## src/rtl/mem_access_pkg.sv

```systemverilog
`default_nettype none
// ============================================================================
// Module   : mem_access_pkg
// Purpose  : Shared encodings for the data-memory access master.
// Revision : 1.0 - initial release
// ============================================================================
package mem_access_pkg;

    localparam int c_DATA_W    = 32;
    localparam int c_MEM_DEPTH = 3101;

    // Request size encodings; 2'b11 is reserved and reported as an error.
    localparam logic [1:0] SZ_BYTE = 2'b00;
    localparam logic [1:0] SZ_HALF = 2'b01;
    localparam logic [1:0] SZ_WORD = 2'b10;

    typedef enum logic [1:0] {
        IDLE = 2'b00,
        RD   = 2'b01,
        WR   = 2'b10,
        RESP = 2'b11
    } state_t;

endpackage : mem_access_pkg
`default_nettype wire

```

## src/rtl/mem_lane_unit.sv

```systemverilog
`default_nettype none
// ============================================================================
// Module   : mem_lane_unit
// Purpose  : Combinational little-endian lane extract/extend and lane merge.
// Revision : 1.0 - initial release
// ============================================================================
module mem_lane_unit
    import mem_access_pkg::*;
#(
    parameter int DATA_W = c_DATA_W
) (
    input  logic [1:0]        i_lane,
    input  logic [1:0]        i_size,
    input  logic              i_sign,
    input  logic [DATA_W-1:0] i_rdata,
    input  logic [DATA_W-1:0] i_wdata,
    output logic [DATA_W-1:0] o_ext_data,
    output logic [DATA_W-1:0] o_merged_data
);

    logic [4:0]  w_byte_shift;
    logic [4:0]  w_half_shift;
    logic [7:0]  w_byte;
    logic [15:0] w_half;

    // Half lanes only ever start at bit 0 or bit 16.
    assign w_byte_shift = {i_lane, 3'b000};
    assign w_half_shift = {i_lane[1], 4'b0000};
    assign w_byte       = i_rdata[w_byte_shift +: 8];
    assign w_half       = i_rdata[w_half_shift +: 16];

    always_comb begin
        o_ext_data    = i_rdata;
        o_merged_data = i_wdata;
        case (i_size)
            SZ_BYTE: begin
                o_ext_data = {{(DATA_W-8){i_sign & w_byte[7]}}, w_byte};
                o_merged_data = i_rdata;
                o_merged_data[w_byte_shift +: 8] = i_wdata[7:0];
            end
            SZ_HALF: begin
                o_ext_data = {{(DATA_W-16){i_sign & w_half[15]}}, w_half};
                o_merged_data = i_rdata;
                o_merged_data[w_half_shift +: 16] = i_wdata[15:0];
            end
            default: ;
        endcase
    end

endmodule : mem_lane_unit
`default_nettype wire

```

## src/rtl/mem_access_master.sv

```systemverilog
`default_nettype none
// ============================================================================
// Module   : mem_access_master
// Purpose  : CPU load/store initiator to a word-indexed data memory, with
//            range/alignment checks and read-modify-write sub-word stores.
// Revision : 1.0 - initial release
// ============================================================================
module mem_access_master
    import mem_access_pkg::*;
#(
    parameter int DATA_W    = c_DATA_W,
    parameter int MEM_DEPTH = c_MEM_DEPTH
) (
    input  logic              clk,
    input  logic              reset,
    input  logic              req_valid,
    output logic              req_ready,
    input  logic              req_we,
    input  logic [1:0]        req_size,
    input  logic              req_signed,
    input  logic [DATA_W-1:0] req_addr,
    input  logic [DATA_W-1:0] req_wdata,
    output logic              resp_valid,
    output logic [DATA_W-1:0] resp_rdata,
    output logic              resp_err,
    output logic [DATA_W-1:0] MemAddress,
    output logic [DATA_W-1:0] MemWriteData,
    output logic              MemWrite,
    output logic              MemRead,
    input  logic [DATA_W-1:0] MemReadData
);

    state_t            r_state;
    state_t            w_next_state;

    logic              r_we;
    logic [1:0]        r_size;
    logic              r_signed;
    logic [1:0]        r_lane;
    logic [DATA_W-1:0] r_wdata;

    logic              w_accept;
    logic              w_word_store;
    logic              w_bad_size;
    logic              w_misaligned;
    logic              w_out_of_range;
    logic              w_err;
    logic [DATA_W-1:0] w_index;
    logic [DATA_W-1:0] w_ext;
    logic [DATA_W-1:0] w_merged;

    assign req_ready    = (r_state == IDLE) && !reset;
    assign w_accept     = req_valid && req_ready;
    assign w_index      = req_addr >> 2;
    assign w_word_store = req_we && (req_size == SZ_WORD);

    assign w_bad_size     = (req_size == 2'b11);
    assign w_misaligned   = ((req_size == SZ_HALF) && req_addr[0])
                          || ((req_size == SZ_WORD) && (req_addr[1:0] != 2'b00));
    assign w_out_of_range = (w_index >= DATA_W'(MEM_DEPTH));
    assign w_err          = w_bad_size || w_misaligned || w_out_of_range;

    mem_lane_unit #(
        .DATA_W        (DATA_W)
    ) u_lane (
        .i_lane        (r_lane),
        .i_size        (r_size),
        .i_sign        (r_signed),
        .i_rdata       (MemReadData),
        .i_wdata       (r_wdata),
        .o_ext_data    (w_ext),
        .o_merged_data (w_merged)
    );

    always_ff @(posedge clk) begin
        if (reset) begin
            r_state <= IDLE;
        end else begin
            r_state <= w_next_state;
        end
    end

    // Strobes decode purely from the registered state, never from req_*.
    always_comb begin
        w_next_state = r_state;
        MemRead      = 1'b0;
        MemWrite     = 1'b0;
        resp_valid   = 1'b0;
        case (r_state)
            IDLE: begin
                if (w_accept) begin
                    if (w_err) begin
                        w_next_state = RESP;
                    end else if (w_word_store) begin
                        w_next_state = WR;
                    end else begin
                        w_next_state = RD;
                    end
                end
            end
            RD: begin
                MemRead      = 1'b1;
                w_next_state = r_we ? WR : RESP;
            end
            WR: begin
                MemWrite     = 1'b1;
                w_next_state = RESP;
            end
            RESP: begin
                resp_valid   = 1'b1;
                w_next_state = IDLE;
            end
            default: w_next_state = IDLE;
        endcase
    end

    always_ff @(posedge clk) begin
        if (reset) begin
            r_we         <= 1'b0;
            r_size       <= SZ_BYTE;
            r_signed     <= 1'b0;
            r_lane       <= 2'b00;
            r_wdata      <= '0;
            MemAddress   <= '0;
            MemWriteData <= '0;
            resp_rdata   <= '0;
            resp_err     <= 1'b0;
        end else begin
            case (r_state)
                IDLE: begin
                    if (w_accept) begin
                        r_we       <= req_we;
                        r_size     <= req_size;
                        r_signed   <= req_signed;
                        r_lane     <= req_addr[1:0];
                        r_wdata    <= req_wdata;
                        MemAddress <= w_index;
                        resp_rdata <= '0;
                        resp_err   <= w_err;
                        if (w_word_store) begin
                            MemWriteData <= req_wdata;
                        end
                    end
                end
                RD: begin
                    // Sub-word stores reuse the read to build the merged word.
                    if (r_we) begin
                        MemWriteData <= w_merged;
                    end else begin
                        resp_rdata <= w_ext;
                    end
                end
                default: ;
            endcase
        end
    end

endmodule : mem_access_master
`default_nettype wire

```

## config.mk

```make
export PLATFORM = sky130hd
export DESIGN_NAME = mem_access_master
export DESIGN_NICKNAME = d
export VERILOG_FILES = /design/src/rtl/mem_access_pkg.sv /design/src/rtl/mem_lane_unit.sv /design/src/rtl/mem_access_master.sv
export SDC_FILE = /design/constraint.sdc
export NUM_CORES = 1
export LEC_CHECK = 0
export ABC_AREA = 1
export CORE_ASPECT_RATIO = 1.2
export CORE_MARGIN = 4
export CORE_UTILIZATION = 35
export DETAILED_ROUTE_END_ITERATION = 7
export PLACE_DENSITY = 0.7
export SLEW_MARGIN = 20
export SYNTH_ARGS = -nofsm -noshare
export SYNTH_HDL_FRONTEND = slang
export SYNTH_SLANG_ARGS = --single-unit
```

## constraint.sdc

```tcl
create_clock -name clk -period 5.3 [get_ports clk]
set_clock_uncertainty 0.15 [all_clocks]
set_input_delay 1.06 -clock clk [delete_from_list [all_inputs] [get_ports clk]]
set_output_delay 1.06 -clock clk [all_outputs]
set_load 0.03 [all_outputs]
```

Fig. 1: routed metal per tile
Drawn at 2 px/µm. 27 x 33 tiles, from dark purple (low) to yellow (high), scaled to the fullest tile. Values are wire area over tile area, all layers added.
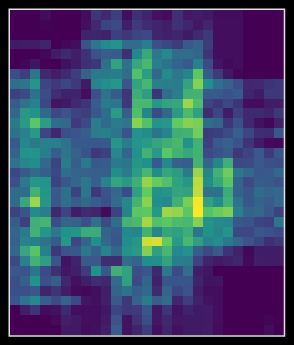
emptiest ninth of the die: lower right
mean over tiles: 0.20
fullest tile: 0.70
densest ninth of the die: center
tiles over half the peak: 18%
total wire length after detailed routing: 25.8 mm
post-detailed-route wirelength per cell: 17.4 µm
overall track demand over capacity in global routing: 22.7%

Fig. 2: power grid
Drawn at 3 px/µm. Pins as bars on the die edge.
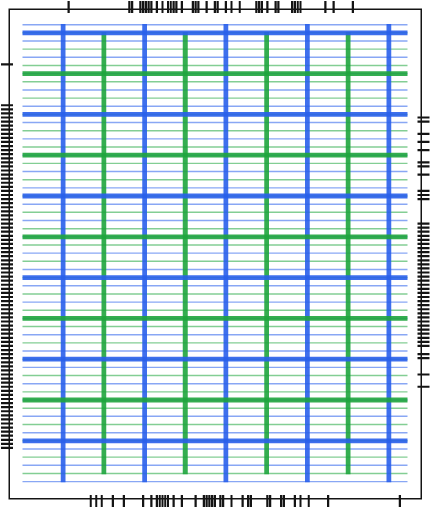
| color | net |
|---|---|
| blue | VSS |
| green | VDD |
met4 straps: 9
rows: 56
worst vdd rail ir drop: 0.269 mV
chip height: 163 µm
total core area: 19500 µm²

==> results.txt <==
Results of the flow run.

The number of clock sinks came to 135. Per STA, the startpoint of the critical path is reset. The power report attributes to the clock group a share of 29.2%. The report lists the number of cells resized after CTS as 0. In the post-route analysis, the smallest setup slack over all paths is 1.36 ns.

Leaving out buffers and inverters, the combinational logic in the layout accounts for 3690 µm². The cell count of the worst hold path stands at 2. The worst setup path is of the in2reg kind. The top-level port count stands at 204. In this run, synthesis inferred 0 flip-flops with an integrated enable. For this run the top cell type by instance count after synthesis was sky130_fd_sc_hd__nand2_1. According to the cell report, flip-flops and latches in the layout number 135. The register bit count reported by yosys stands at 135.

The final layout report lists a non-clock buffer count of 208. The maximum number of pins on one net before global-route repair stands at 95. The horizontal die dimension reported for this design is 137 µm. After synthesis, the cell types taking the most area are sky130_fd_sc_hd__dfxtp_1 (39%), sky130_fd_sc_hd__nand2_1 (15%), sky130_fd_sc_hd__a21oi_1 (11%), sky130_fd_sc_hd__o21ai_0 (8.5%), sky130_fd_sc_hd__nand3_1 (8.3%). For this block, the via count after detailed routing is 7697. The portion of netlist area occupied by mux cells stands at 0%. The flow ran to the end, and the final reports show no timing, DRC or antenna violations.

The flop share of the area stands at 27.8%. The kind of cell with the highest combined delay along the critical path is buffers and inverters. Compared with the post-synthesis result, the final layout area differs by 39.6%. The maximum count of clock buffers along a single path stands at 2. The synthesis run shows the most used standard cells to be sky130_fd_sc_hd__nand2_1 (273), sky130_fd_sc_hd__a21oi_1 (158), sky130_fd_sc_hd__dfxtp_1 (135). Looking at the cell usage after synthesis, the top flip-flop cell is sky130_fd_sc_hd__dfxtp_1. The number of instances in the placed design stands at 1454. Of the total synthesized cell area, the portion taken by AND, OR, NAND and NOR gates is 28.1%. Routed signal wires occupy layers up through met4. The warning total across the stage logs stands at 34. The core utilization of the finished layout stands at 49.8%. In this build the clock could be raised as far as 254 MHz.

The number of multi-input combinational cells in the layout is 782. The design draws 0.00480 W. The post-place instance area stands at 9040 µm². The arrival time of data at the worst endpoint is listed as 4.07 ns.

Counting the warning lines in the Yosys log gives 0. In this run, power in flip-flops and latches comes to 0.00136 W. The post-CTS clock slew at the launch and capture registers of the worst setup and hold paths stands at 0.06 ns.

The layout inverter count without the clock tree stands at 68. Switching power as a fraction of the total was reported as 40.3%. For this run, the chip area from Yosys synthesis comes to 6980 µm². For this run, the script counts the antenna cells in the layout as 0.

According to the dpl log, the detail-placed design has an HPWL of 18.9 mm. The flow inserted 261 tap cells. The power report lists cell-internal power as 0.00286 W. The largest total area in the synthesized netlist belongs to sky130_fd_sc_hd__dfxtp_1. In the final layout, non-clock buffers account for 21.2% of the cell area. Looking at the clock tree report, the H-tree level count equals 4. The adder and majority gate portion of the synthesized area stands at 1.79%. In this run, distinct cell masters in the synthesized netlist total 32. The number of buffers and inverters on the critical path stands at 4.

The post-route met1 wirelength stands at 10.4 mm. The most critical hold endpoint after final layout shows a slack of 0.301 ns. The worst setup path is launched from an input port.

For the worst reg-to-reg path, the endpoint reported by OpenROAD is MemWriteData[21]. The cell count after synthesis stands at 1056. The number of clock buffers added by TritonCTS is 17. Setup repair after global routing left no endpoint under its margin.

The power report attributes to the sequential group a share of 28.4%. Detailed routing placed a total of 11.7 mm of wire on met2.
Fig. 3: close-up of the layout
Region (43, 89) to (93, 139) µm. Cells in gray, sequential cells in the stronger gray; small squares are vias.
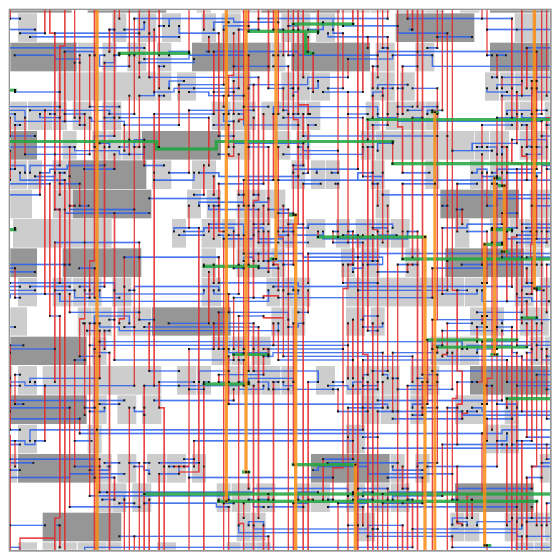
| color | layer |
|---|---|
| orange | M4 |
| green | M3 |
| blue | M1 |
| red | M2 |
netlist names of flops here include: `r_wdata` (18), `MemWriteData` (1)
sequential cells in the window: 19
most frequent: nand2_1 (69), a21oi_1 (29), nand3_1 (26)
cells with their middle in the window: 206

Fig. 4: cell outlines without signal wires
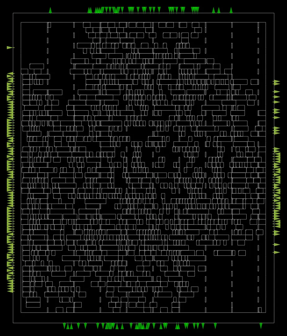
count of fill cells added during filler insertion: 1919
post-route insts no fill: 1486

No activity file was given, so power comes from the tool's default toggle rates.
